==> src/rtl/arb_mux_stage.sv <==
//------------------------------------------------------------------------------
// Module   : arb_mux_stage
// Purpose  : NUM_IN:1 data selector with a registered output stage and
//            valid/ready handshakes. Channel choice is either an external
//            select (mode=0) or a fair round-robin among valid inputs (mode=1).
//            One cycle of latency, full throughput, back-pressure capable.
// Ports    : clk, rst          - clock, synchronous active-high reset
//            mode, sel         - selection mode and fixed-mode channel index
//            inValid/inReady   - per-channel handshake (inReady one-hot or 0)
//            inData            - channel i at [i*WIDTH +: WIDTH]
//            outValid/outReady - output handshake
//            outData, outChan  - registered word and its source channel
// Revision : 1.0 - initial release
//------------------------------------------------------------------------------
`default_nettype none

module arb_mux_stage #(
   parameter int  WIDTH  = 8,
   parameter int  NUM_IN = 4,
   localparam int SEL_W  = (NUM_IN > 1) ? $clog2(NUM_IN) : 1
) (
   input  logic                    clk,
   input  logic                    rst,
   input  logic                    mode,
   input  logic [SEL_W-1:0]        sel,
   input  logic [NUM_IN-1:0]       inValid,
   output logic [NUM_IN-1:0]       inReady,
   input  logic [NUM_IN*WIDTH-1:0] inData,
   output logic                    outValid,
   input  logic                    outReady,
   output logic [WIDTH-1:0]        outData,
   output logic [SEL_W-1:0]        outChan
);

   // Valid vector padded to the full select range so an out-of-range
   // fixed select reads a zero instead of indexing past the port.
   localparam int c_PAD_W = 1 << SEL_W;

   logic [SEL_W-1:0]   r_ptr;
   logic               r_out_valid;
   logic [WIDTH-1:0]   r_out_data;
   logic [SEL_W-1:0]   r_out_chan;

   logic [c_PAD_W-1:0] w_valid_pad;
   logic               w_load_en;
   logic               w_rr_found;
   logic [SEL_W-1:0]   w_rr_idx;
   logic [SEL_W:0]     w_cand;
   logic               w_grant;
   logic [SEL_W-1:0]   w_gidx;
   logic [WIDTH-1:0]   w_sel_data;
   logic [NUM_IN-1:0]  w_ready;

   assign w_valid_pad = c_PAD_W'(inValid);

   // Register can take a new word when empty or being drained this cycle.
   assign w_load_en = !r_out_valid || outReady;

   // Round-robin search: ptr+1, ptr+2, ... ptr, wrapped modulo NUM_IN by a
   // single conditional subtract (sum never exceeds 2*NUM_IN-1).
   always_comb begin
      w_rr_found = 1'b0;
      w_rr_idx   = '0;
      w_cand     = '0;
      for (int k = 1; k <= NUM_IN; k++) begin
         w_cand = {1'b0, r_ptr} + (SEL_W+1)'(k);
         if (w_cand >= (SEL_W+1)'(NUM_IN)) begin
            w_cand = w_cand - (SEL_W+1)'(NUM_IN);
         end
         if (!w_rr_found && w_valid_pad[w_cand[SEL_W-1:0]]) begin
            w_rr_found = 1'b1;
            w_rr_idx   = w_cand[SEL_W-1:0];
         end
      end
   end

   always_comb begin
      w_grant = 1'b0;
      w_gidx  = '0;
      if (mode) begin
         w_grant = w_rr_found;
         w_gidx  = w_rr_idx;
      end else begin
         w_grant = w_valid_pad[sel];
         w_gidx  = w_valid_pad[sel] ? sel : '0;
      end
   end

   assign w_sel_data = inData[w_gidx*WIDTH +: WIDTH];

   always_comb begin
      w_ready = '0;
      if (!rst && w_load_en && w_grant) begin
         w_ready[w_gidx] = 1'b1;
      end
   end

   assign inReady = w_ready;

   always_ff @(posedge clk) begin
      if (rst) begin
         r_out_valid <= 1'b0;
         r_out_data  <= '0;
         r_out_chan  <= '0;
         r_ptr       <= SEL_W'(NUM_IN - 1);
      end else if (w_load_en) begin
         if (w_grant) begin
            r_out_valid <= 1'b1;
            r_out_data  <= w_sel_data;
            r_out_chan  <= w_gidx;
            if (mode) begin
               r_ptr <= w_gidx;
            end
         end else begin
            // Drain without refill: data and channel keep their last values.
            r_out_valid <= 1'b0;
         end
      end
   end

   assign outValid = r_out_valid;
   assign outData  = r_out_data;
   assign outChan  = r_out_chan;

endmodule

`default_nettype wire

==> config.mk <==
export PLATFORM = sky130hd
export DESIGN_NAME = arb_mux_stage
export DESIGN_NICKNAME = d
export VERILOG_FILES = /design/src/rtl/arb_mux_stage.sv
export SDC_FILE = /design/constraint.sdc
export NUM_CORES = 1
export LEC_CHECK = 0
export CAP_MARGIN = 20
export CORE_ASPECT_RATIO = 1.25
export CORE_UTILIZATION = 34
export CTS_CLUSTER_DIAMETER = 30
export DETAILED_ROUTE_END_ITERATION = 6
export GPL_TIMING_DRIVEN = 0
export PLACE_DENSITY = 0.81
export SETUP_SLACK_MARGIN = 0.05
export SLEW_MARGIN = 10
export SYNTH_ARGS = -nofsm -noshare
export SYNTH_HDL_FRONTEND = slang
export SYNTH_SLANG_ARGS = --single-unit
==> constraint.sdc <==
create_clock -name clk -period 3.2 [get_ports clk]
set_input_delay 0.96 -clock clk [delete_from_list [all_inputs] [get_ports clk]]
set_output_delay 0.96 -clock clk [all_outputs]
set_load 0.05 [all_outputs]
==> reports/metrics.cfg <==
[clock_tree]
cts.htree.levels=1
clock_sinks=13
cts_buffer_depth=2
holdBufCountCts=0
cts_inserted_buffers=3
tritoncts=yes

[global_routing]
grt_max_degree=11
grt_pass1_wl_um=5870
grt_overflow_total=0
antenna_found_initial=0
grt_pass1_vias=1292

[final_layout]
final_layout_top_logic_cells=44 x clkdlybuf4s50_1, 21 x buf_4, 13 x dfxtp_1, 12 x nor2_1, 10 x mux2i_1
final_core_util_pct=70.4
buffer_area_share_pct=40.9
biggestCellCategory=buffers
stdcell_area_um2=1940
clock_distribution_area_overhead_in_the_final_layout_pct=1.35
largest_register_ffs=8
sequential_cell_count_of_the_final_layout=13
inserted_diodes=0
sh_comb_area_pct=40.7
fillCellCount=212
drive_above_1_share_pct=34.7

[logic_synthesis]
yosys.area_share.simple_pct=18.0
share_of_flip_flops_with_an_asynchronous_set_or_reset_after_synthesis_pct=0
synthesis_warning_total=0
syn-num-nets=152
aoi_share_pct=34.4
enable_flop_cells=0
yosys_area_um2=1020
top_cells_by_area=dfxtp_1 25%, mux2i_1 11%, o32ai_2 9.6%, o211a_1 5.9%, nor2_1 5.1%
netlist.area_leader.share_pct=25.5
ys_ff=13
synth.yosys.seq_area_share_pct=25.5
post_synth_most_frequent_cells=14 x nor2_1, 13 x dfxtp_1, 11 x mux2i_1
syn_area_per_cell_um2=9.28

[power]
power.largest_group=combinational cells
ir_drop_v=0.000304
clock_net_power_mw=0.102
power.share.clock_pct=14.9
power_mw=0.683

[floorplanning]
fp_util_pct=37.0
boundaryPins=57

[outcome]
failed_checks=negative setup slack
result_of_the_run=finished, violations left

[final_timing]
worstMarginPinSlew_ns=0.553
finalHoldViolCount=0
fin_worst_setup_slack_ns=-0.181
setup_viol=4
max-slew-margin-rel_pct=63.2
grt_setup_unrepaired=true
timing.fmax_ghz=0.296

[setup_path]
reg2reg_to=outData[4]
worst-path-buf-inv=3
crit_cells=8
critical_path.max_stage_delay_ns=0.41
worst-setup-path-type=in -> out
path_max_fanout=4
r2r_slack_ns=1.09
timing.critical_path.from_type=input port

[placed_design]
gp_routability_congestion=0.829
dp_slack_ns=-1.56
port_buffers=56

[route]
viasPerCell=5.15
drt-pass1-iter-count=4
drcViolationCount=0
dr.first_iter.drc_count=26
highest-signal-layer=met4

[min_path]
hold_depth=2

m1.png
Drawn at 10 px/um. Supply wires on this layer in grey.
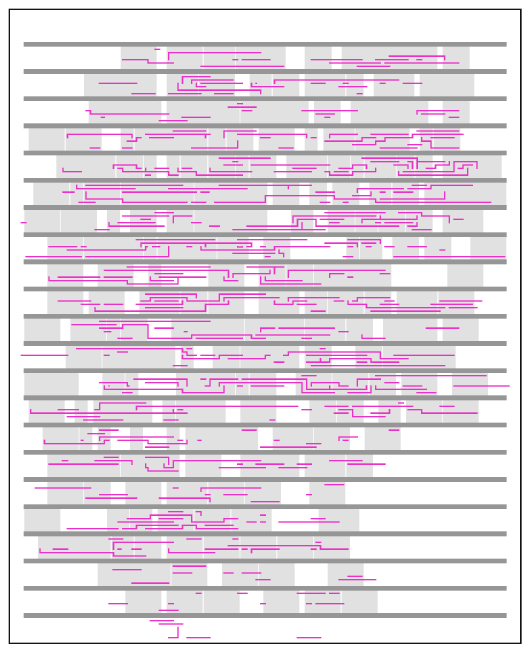
nets with wire on the layer	203
wire length on this layer	1,420 um
main direction	horizontal
longest straight run	16.1 um
Routed Wire Length: 3530 um
via count: 1,154

layers.png
Drawn at 8 px/um. Two of the layers only.
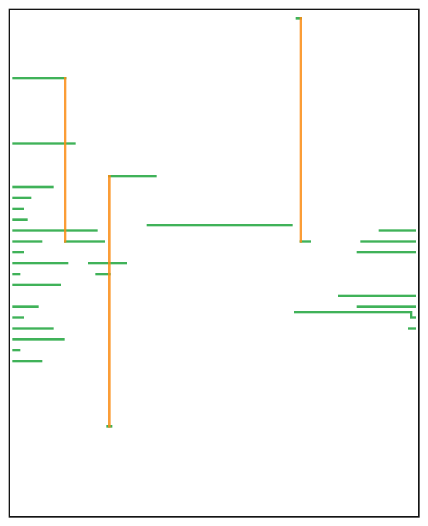
colour	layer	wire length
green	M3	159 um
orange	M4	79.6 um
Routed WL per cell: 15.8 um
global router's overall resource usage: 24.1%

ff_map.png
Drawn at 8 px/um. Other sequential cells in the stronger grey, the rest of the logic in the fainter grey.
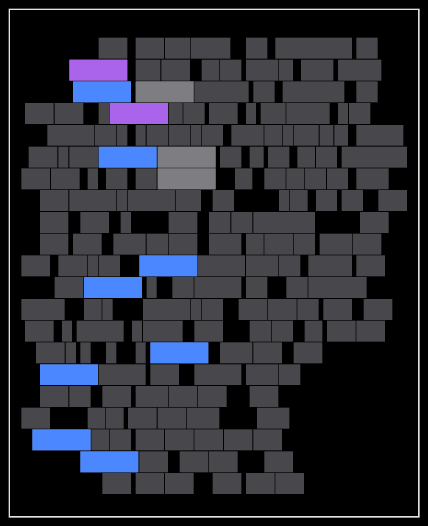
colour	netlist name	flops
purple	`outChan`	2
blue	`outData`	8
flip-flop and latch power: 0.196 mW
register share of the cell area: 13.4%
Sequential Area: 260 um2

m3.png
Drawn at 6 px/um.
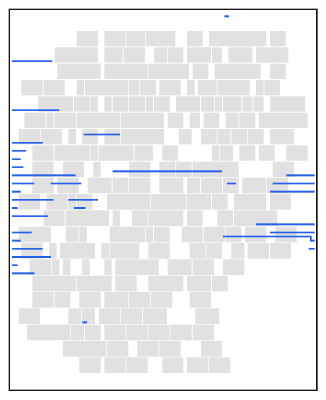
nets with wire on the layer	29
longest straight run	17.9 um
M3 GR Usage: 2.90%

Power and IR drop assume default switching activity.
